File: config.mk
export PLATFORM = sky130hd
export DESIGN_NAME = fir_tap_sequencer
export DESIGN_NICKNAME = d
export VERILOG_FILES = /design/src/rtl/fir_tap_sequencer.sv
export SDC_FILE = /design/constraint.sdc
export NUM_CORES = 1
export LEC_CHECK = 0
export CAP_MARGIN = 25
export CELL_PAD_IN_SITES_DETAIL_PLACEMENT = 0
export CELL_PAD_IN_SITES_GLOBAL_PLACEMENT = 2
export CORE_ASPECT_RATIO = 1.2
export CORE_MARGIN = 4
export CORE_UTILIZATION = 32
export CTS_BUF_LIST = sky130_fd_sc_hd__clkbuf_16
export DETAILED_ROUTE_END_ITERATION = 16
export GPL_ROUTABILITY_DRIVEN = 0
export PLACE_DENSITY = 0.89
export SETUP_SLACK_MARGIN = 0.4
export SLEW_MARGIN = 40
export SYNTH_ARGS = -nofsm -noshare
export SYNTH_HDL_FRONTEND = slang
export SYNTH_SLANG_ARGS = --single-unit
File: constraint.sdc
create_clock -name clk -period 6.8 [get_ports clk]
set_clock_uncertainty 0.1 [all_clocks]
set_input_delay 1.36 -clock clk [delete_from_list [all_inputs] [get_ports clk]]
set_output_delay 1.36 -clock clk [all_outputs]
set_load 0.005 [all_outputs]
File: src/rtl/fir_tap_sequencer.sv
// FIR control sequencer: clears the delay line, then per accepted sample does WRITE, NTAP MAC issues, a MAC_LAT drain, and a DONE latch.
// Tick-to-valid latency is NTAP+2+MAC_LAT cycles; ticks outside IDLE are dropped with an overrun pulse, and cload aborts a run.
module fir_tap_sequencer #(
    parameter int NTAP    = 64,
    parameter int AW      = 6,
    parameter int MAC_LAT = 3
) (
    input  logic          clk,
    input  logic          rst_n,
    input  logic          sample_tick,
    input  logic [15:0]   din,
    input  logic          cload,
    input  logic [15:0]   acc,
    output logic          dmem_we,
    output logic [AW-1:0] dmem_waddr,
    output logic [15:0]   dmem_wdata,
    output logic [AW-1:0] dmem_raddr,
    output logic [AW-1:0] cmem_raddr,
    output logic          mac_en,
    output logic          mac_clr,
    output logic [15:0]   dout,
    output logic          valid,
    output logic          busy,
    output logic          overrun
);
    localparam int DW = (MAC_LAT < 2) ? 1 : $clog2(MAC_LAT + 1);
    localparam logic [AW:0]   K_CLEAR_END = (AW+1)'(NTAP);
    localparam logic [AW:0]   K_LAST      = (AW+1)'(NTAP - 1);
    localparam logic [DW-1:0] D_LAST      = DW'(MAC_LAT);

    typedef enum logic [2:0] {CLEAR, IDLE, WRITE, RUN, DRAIN, DONE} state_t;

    state_t        state, state_n;
    logic [AW-1:0] wptr, wptr_n;
    logic [AW:0]   k, k_n, k_inc;
    logic [DW-1:0] dcnt, dcnt_n;

    logic          we_n, mac_en_n, mac_clr_n, valid_n, busy_n, overrun_n;
    logic [AW-1:0] waddr_n, raddr_n, craddr_n;
    logic [15:0]   wdata_n, dout_n;

    assign k_inc = k + (AW+1)'(1);

    // Outputs are registered from the next state, so each output cycle shows the state being entered.
    always_comb begin
        state_n   = state;
        wptr_n    = wptr;
        k_n       = k;
        dcnt_n    = dcnt;
        we_n      = 1'b0;
        waddr_n   = dmem_waddr;
        wdata_n   = dmem_wdata;
        raddr_n   = dmem_raddr;
        craddr_n  = cmem_raddr;
        mac_en_n  = 1'b0;
        mac_clr_n = 1'b0;
        dout_n    = dout;
        valid_n   = 1'b0;
        overrun_n = sample_tick && ((state != IDLE) || cload);

        case (state)
            CLEAR: begin
                // k counts slots already cleared; cload has no effect here.
                if (k == K_CLEAR_END) begin
                    state_n = IDLE;
                    k_n     = '0;
                end else begin
                    we_n    = 1'b1;
                    waddr_n = k[AW-1:0];
                    wdata_n = '0;
                    k_n     = k_inc;
                end
            end
            IDLE: begin
                if (sample_tick && !cload) begin
                    state_n = WRITE;
                    we_n    = 1'b1;
                    waddr_n = wptr;
                    wdata_n = din;
                end
            end
            WRITE: begin
                if (cload) begin
                    state_n = IDLE;
                end else begin
                    state_n   = RUN;
                    k_n       = '0;
                    mac_en_n  = 1'b1;
                    mac_clr_n = 1'b1;
                    craddr_n  = '0;
                    raddr_n   = wptr;
                end
            end
            RUN: begin
                if (cload) begin
                    state_n = IDLE;
                end else if (k == K_LAST) begin
                    state_n = DRAIN;
                    dcnt_n  = DW'(1);
                end else begin
                    k_n      = k_inc;
                    mac_en_n = 1'b1;
                    craddr_n = k_inc[AW-1:0];
                    raddr_n  = wptr - k_inc[AW-1:0];
                end
            end
            DRAIN: begin
                if (cload) begin
                    state_n = IDLE;
                end else if (dcnt == D_LAST) begin
                    state_n = DONE;
                    dout_n  = acc;
                    valid_n = 1'b1;
                end else begin
                    dcnt_n = dcnt + DW'(1);
                end
            end
            DONE: begin
                state_n = IDLE;
                wptr_n  = wptr + AW'(1);
            end
            default: state_n = IDLE;
        endcase

        busy_n = (state_n != IDLE);
    end

    always_ff @(posedge clk or negedge rst_n) begin
        if (!rst_n) begin
            state      <= CLEAR;
            wptr       <= '0;
            k          <= '0;
            dcnt       <= '0;
            dmem_we    <= 1'b0;
            dmem_waddr <= '0;
            dmem_wdata <= '0;
            dmem_raddr <= '0;
            cmem_raddr <= '0;
            mac_en     <= 1'b0;
            mac_clr    <= 1'b0;
            dout       <= '0;
            valid      <= 1'b0;
            busy       <= 1'b0;
            overrun    <= 1'b0;
        end else begin
            state      <= state_n;
            wptr       <= wptr_n;
            k          <= k_n;
            dcnt       <= dcnt_n;
            dmem_we    <= we_n;
            dmem_waddr <= waddr_n;
            dmem_wdata <= wdata_n;
            dmem_raddr <= raddr_n;
            cmem_raddr <= craddr_n;
            mac_en     <= mac_en_n;
            mac_clr    <= mac_clr_n;
            dout       <= dout_n;
            valid      <= valid_n;
            busy       <= busy_n;
            overrun    <= overrun_n;
        end
    end
endmodule
==> metrics.cfg, run 1 <==
[outcome]
status=complete, no violations

[final_layout]
inv_count=9
num-clock-buffers=9
nNetsFinal=459
fillers=980
area_growth_pct=37.16
largest_cell_class=flip-flops and latches

[setup_path]
path_max_fanout=17
crit_top_cell=nand2_1
crit_type=in -> reg
slowest_stage=clkdlybuf4s50_1
cp.arrival_ps=3560

[final_timing]
hold_violations=0
slew_viol_final=0
layout_setup_ws_ps=3350
fin_crit_sh=0.5074

[grt]
grt_max_degree=75
grt_pass1_wl_mm=13.62

[logic_synthesis]
synthTopCellsByCount=nand2_1 (78), dfrtp_1 (74), o21ai_0 (20), a22o_1 (16), nor2_1 (14)
synth.area.top_cells=dfrtp_1 (55%), nand2_1 (8.7%), a22o_1 (4.1%)
ff_type=dfrtp_1
synth_nets=374
async_flop_share=1.000

[placed_design]
place_inst=528
placed_area_sq_um=4345
dpl_worst_slack_ps=2990

[detailed_routing]
drtAntennaViolNets=0
top_layer=met4
dr.pass1.iters=4
wl_mm=8.158

[floorplanning]
die_area_sq_um=12270

[clocking]
post_cts_buffers=0

[pwr]
p_per_area_nw_per_um2=329.4

## run 1: cell usage in the layout (no fill, tap or decap), types with 5 or more instances in the layout
master | netlist | final
a21oi_1 | 13 | 13
a22o_1 | 16 | 16
clkbuf_16 | 0 | 9
clkdlybuf4s50_1 | 0 | 90
dfrtp_1 | 74 | 74
ha_1 | 9 | 9
inv_1 | 8 | 8
mux2i_1 | 5 | 5
nand2_1 | 78 | 78
nand2b_1 | 5 | 5
nand3_1 | 7 | 7
nor2_1 | 14 | 14
nor3_1 | 5 | 5
o21ai_0 | 20 | 20
xnor2_1 | 6 | 6
xor2_1 | 5 | 5
## run 1: final timing paths
check,start,end,slack (ps),cells after the start
min in group asynchronous,rst_n,dmem_wdata[9]$_DFFE_PN0P_,960,1
worst max-delay path,cload,dout[6]$_DFFE_PN0P_,3350,6
worst max register to register,k[0]$_DFFE_PN0P_,dmem_raddr[5]$_DFFE_PN0P_,4050,10
max in group asynchronous,rst_n,dout[6]$_DFFE_PN0P_,5190,1
worst min register to register,dcnt[0]$_DFFE_PN0P_,dcnt[0]$_DFFE_PN0P_,370,1
worst min-delay path,dcnt[0]$_DFFE_PN0P_,dcnt[0]$_DFFE_PN0P_,370,1
## run 1: logic make-up (layout without fill, tap and decap cells)
kind of cell / count (synthesis) / in the layout / share of synthesized area
xor+xnor: 12 / 12 / 0.03335
buf+inv: 26 / 116 / 0.04038
mux: 7 / 7 / 0.02149
compound gates: 71 / 71 / 0.1426
flops: 74 / 74 / 0.5484
fa+ha+maj: 10 / 10 / 0.03927
simple gates: 128 / 128 / 0.1745
## run 1: power by group
part | internal [mW] | switching [mW] | leakage (nW)
Clock | 0.279 | 0.176 | 0.142
Sequential | 0.514 | 0.0748 | 0.997
Combinational | 0.240 | 0.241 | 0.941
Total | 1.03 | 0.492 | 2.08
==> run_1/class_map.png <==
Scale bar: 20 um.
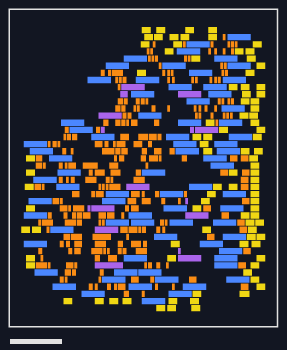
- purple: clock drivers and dummy loads (cells 16; share of their area 6.4%)
- blue: registers (cells 74; share of their area 41%)
- yellow: remaining buffers and delay cells (cells 91; share of their area 20%)
- orange: remaining logic cells (cells 237; share of their area 32%)

==> run_1/clock_wires.png <==
Scale bar: 20 um.
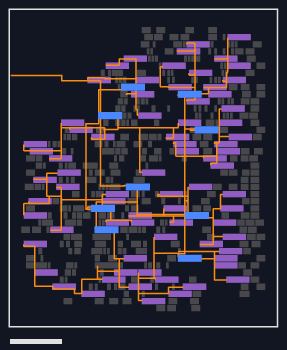
- blue: clock-net drivers (count 9)
- purple: flip-flops (count 74)
- orange: clock wires (length 1030 um)
- flops lie: widely spread
- routed clock nets: 10

==> run_1/gates.png <==
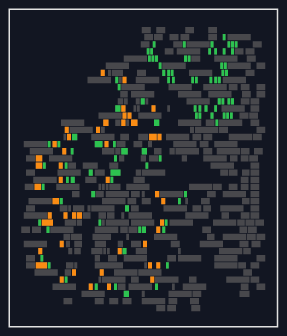
- green: nand cells (cells 93; most used nand2_1)
- orange: aoi and oai cells (cells 46; most used o21ai_0)
Top cell excl fill/tap: clkdlybuf4s50_1
Post-Layout Cell Count: 544
Comb area share: 0.3004

==> run_1/placed.png <==
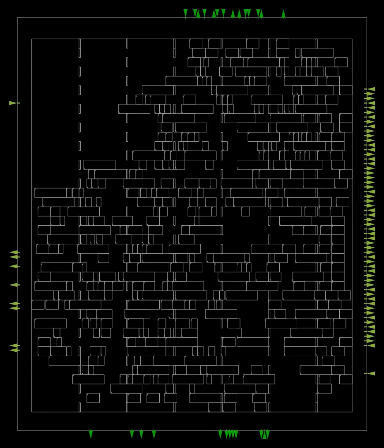
core area: 10160 sq um
tapcell count: 126
flop share of the area: 0.3998
floorplan row count: 40
Final Util: 0.4559

==> run 2: changes to the inputs <==
- CORE_UTILIZATION: 32 -> 29
- PLACE_DENSITY: 0.89 -> 0.82
- clock period: 6.8 -> 3.5 ns (I/O delays scaled with it)
==> run_2/m2.png <==
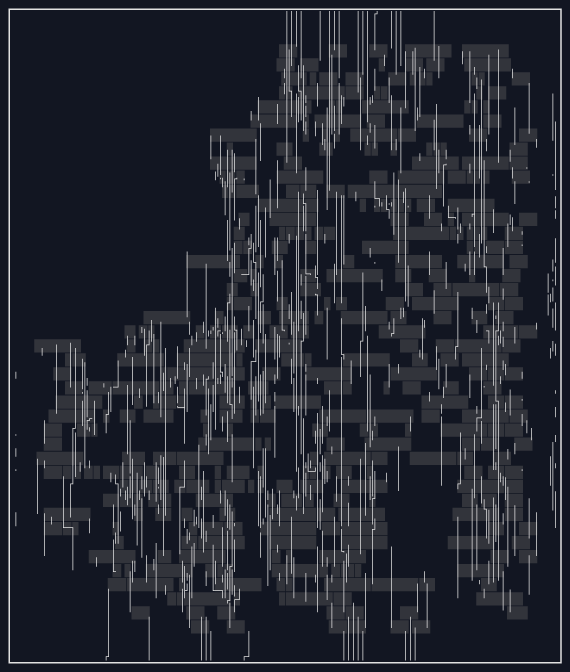
- main direction: vertical
- nets with wire on the layer: 372
- longest straight run: 45.6 um

==> run 2 against run 1 <==
  * Flip-flop count did not move
  * Largest power group unchanged
  * Sequential share of layout area fell by 0.76 points
  * Global-route usage fell by 1.1 points
  * Register-to-register slack got worse by 3100 ps
  * Non-clock buffer count rose by 2
  * First-iteration DRC count fell by 15%
  * Area after synthesis did not move
  * Utilization fell by 3.4 points
  * Clock power rose by 120%
  * Power rose by 100%
  * Via count rose by 1.4%
==> metrics.cfg, run 2 <==
[outcome]
status=complete, no violations

[final_timing]
layout_setup_ws_ps=917.3  ; -2432 ps

[placed_design]
dpl_worst_slack_ps=812.6  ; -2177 ps
place_inst=558  ; +5.7%

[floorplanning]
fp-row-count=42  ; +5.0%
die_area_sq_um=13440  ; +9.6%

[final_layout]
fin_util=0.4219  ; -0.03405
lay_top_count=clkdlybuf4s50_1
nNetsFinal=461  ; +0.44%
area_growth_pct=39.83
final_cell_mix=clkdlybuf4s50_1 (90), nand2_1 (78), dfrtp_1 (74)

[pwr]
comb-power_uw=918  ; +91%
p_clk_uw=997  ; +120%
maxPowerGroup=registers
swShare=0.3162  ; -0.006223
comb_power_share=0.300  ; -0.015
internal_power_mw=2.096  ; +100%
p_per_area_nw_per_um2=649.3  ; +97%
switching_power_uw=969.4  ; +97%
p_clk_frac=0.325  ; +0.027
pwr-share-seq=0.375  ; -0.011

[logic_synthesis]
synth_nets=374  ; unchanged
ff_type=dfrtp_1
synthTopCellsByCount=nand2_1 (78), dfrtp_1 (74), o21ai_0 (20), a22o_1 (16), nor2_1 (14)
synth.area.top_cells=dfrtp_1 (55%), nand2_1 (8.7%), a22o_1 (4.1%)

[grt]
grt_pass1_wl_mm=13.83  ; +1.6%

[setup_path]
r2r_start=k[0]$_DFFE_PN0P_
cp.arrival_ps=2700  ; -860 ps
crit_start=k[0]$_DFFE_PN0P_
crit_type=reg -> reg
path_max_fanout=7  ; -10

[detailed_routing]
dr.pass1.iters=4  ; unchanged
drtAntennaViolNets=0  ; unchanged

[clocking]
post_cts_buffers=0  ; unchanged

## run 2: cell types whose count changed in the layout (fill, tap and decap cells not counted), sizes merged
cell and delta:
bufinv +1, inv +2, buf +2, clkinv -3
## run 2: worst max-delay path, cell delays in order (launching register included)
cell,delay [ps]
dfrtp_1,450
ha_1,340
xnor2_1,260
ha_1,320
o21a_1,190
o31a_1,110
o22ai_1,160
xnor2_1,160
a21oi_1,90
o31a_1,290
## run 2: area by class of cell
| class | instances | area [sq um] |
|---|---|---|
| fill | 1093 | 6471 |
| sequential | 74 | 1852 |
| multi-input combinational | 228 | 1391 |
| timing repair buffer | 93 | 927.1 |
| clock buffer | 9 | 225.2 |
| tap | 154 | 192.7 |
| clock inverter | 7 | 100.1 |
| inverter | 9 | 33.78 |
## run 2: layer usage
layer / track usage / share of wire / up-vias
met5: 0 / 0 / -
met4: 0.05117 / 0.014 / 0
met1: 0.1800 / 0.49 / 1274
met2: 0.1906 / 0.44 / 85
li1: - / - / 1302
met3: 0.03019 / 0.054 / 8
## run 2: kinds of logic after synthesis
kind of cell / Yosys count / synth area share
multiplexers: 7 / 0.02149
AND-OR/OR-AND: 71 / 0.1426
AND/OR/NAND/NOR: 128 / 0.1745
XOR/XNOR: 12 / 0.03335
flip-flops: 74 / 0.5484
buffers and inverters: 26 / 0.04038
adder cells (fa/ha/maj): 10 / 0.03927
## run 2: worst paths after layout
path,to,slack [ps],depth (start not counted)
setup reg to reg,dmem_raddr[5]$_DFFE_PN0P_,920,9
min in group clk,dout[12]$_DFFE_PN0P_,370,2
hold / removal,dmem_wdata[13]$_DFFE_PN0P_,280,1
setup / recovery,dmem_raddr[5]$_DFFE_PN0P_,920,9
hold reg to reg,dout[12]$_DFFE_PN0P_,370,2
max in group asynchronous,dout[3]$_DFFE_PN0P_,2550,1
No activity file was given, so power comes from the tool's default toggle rates.
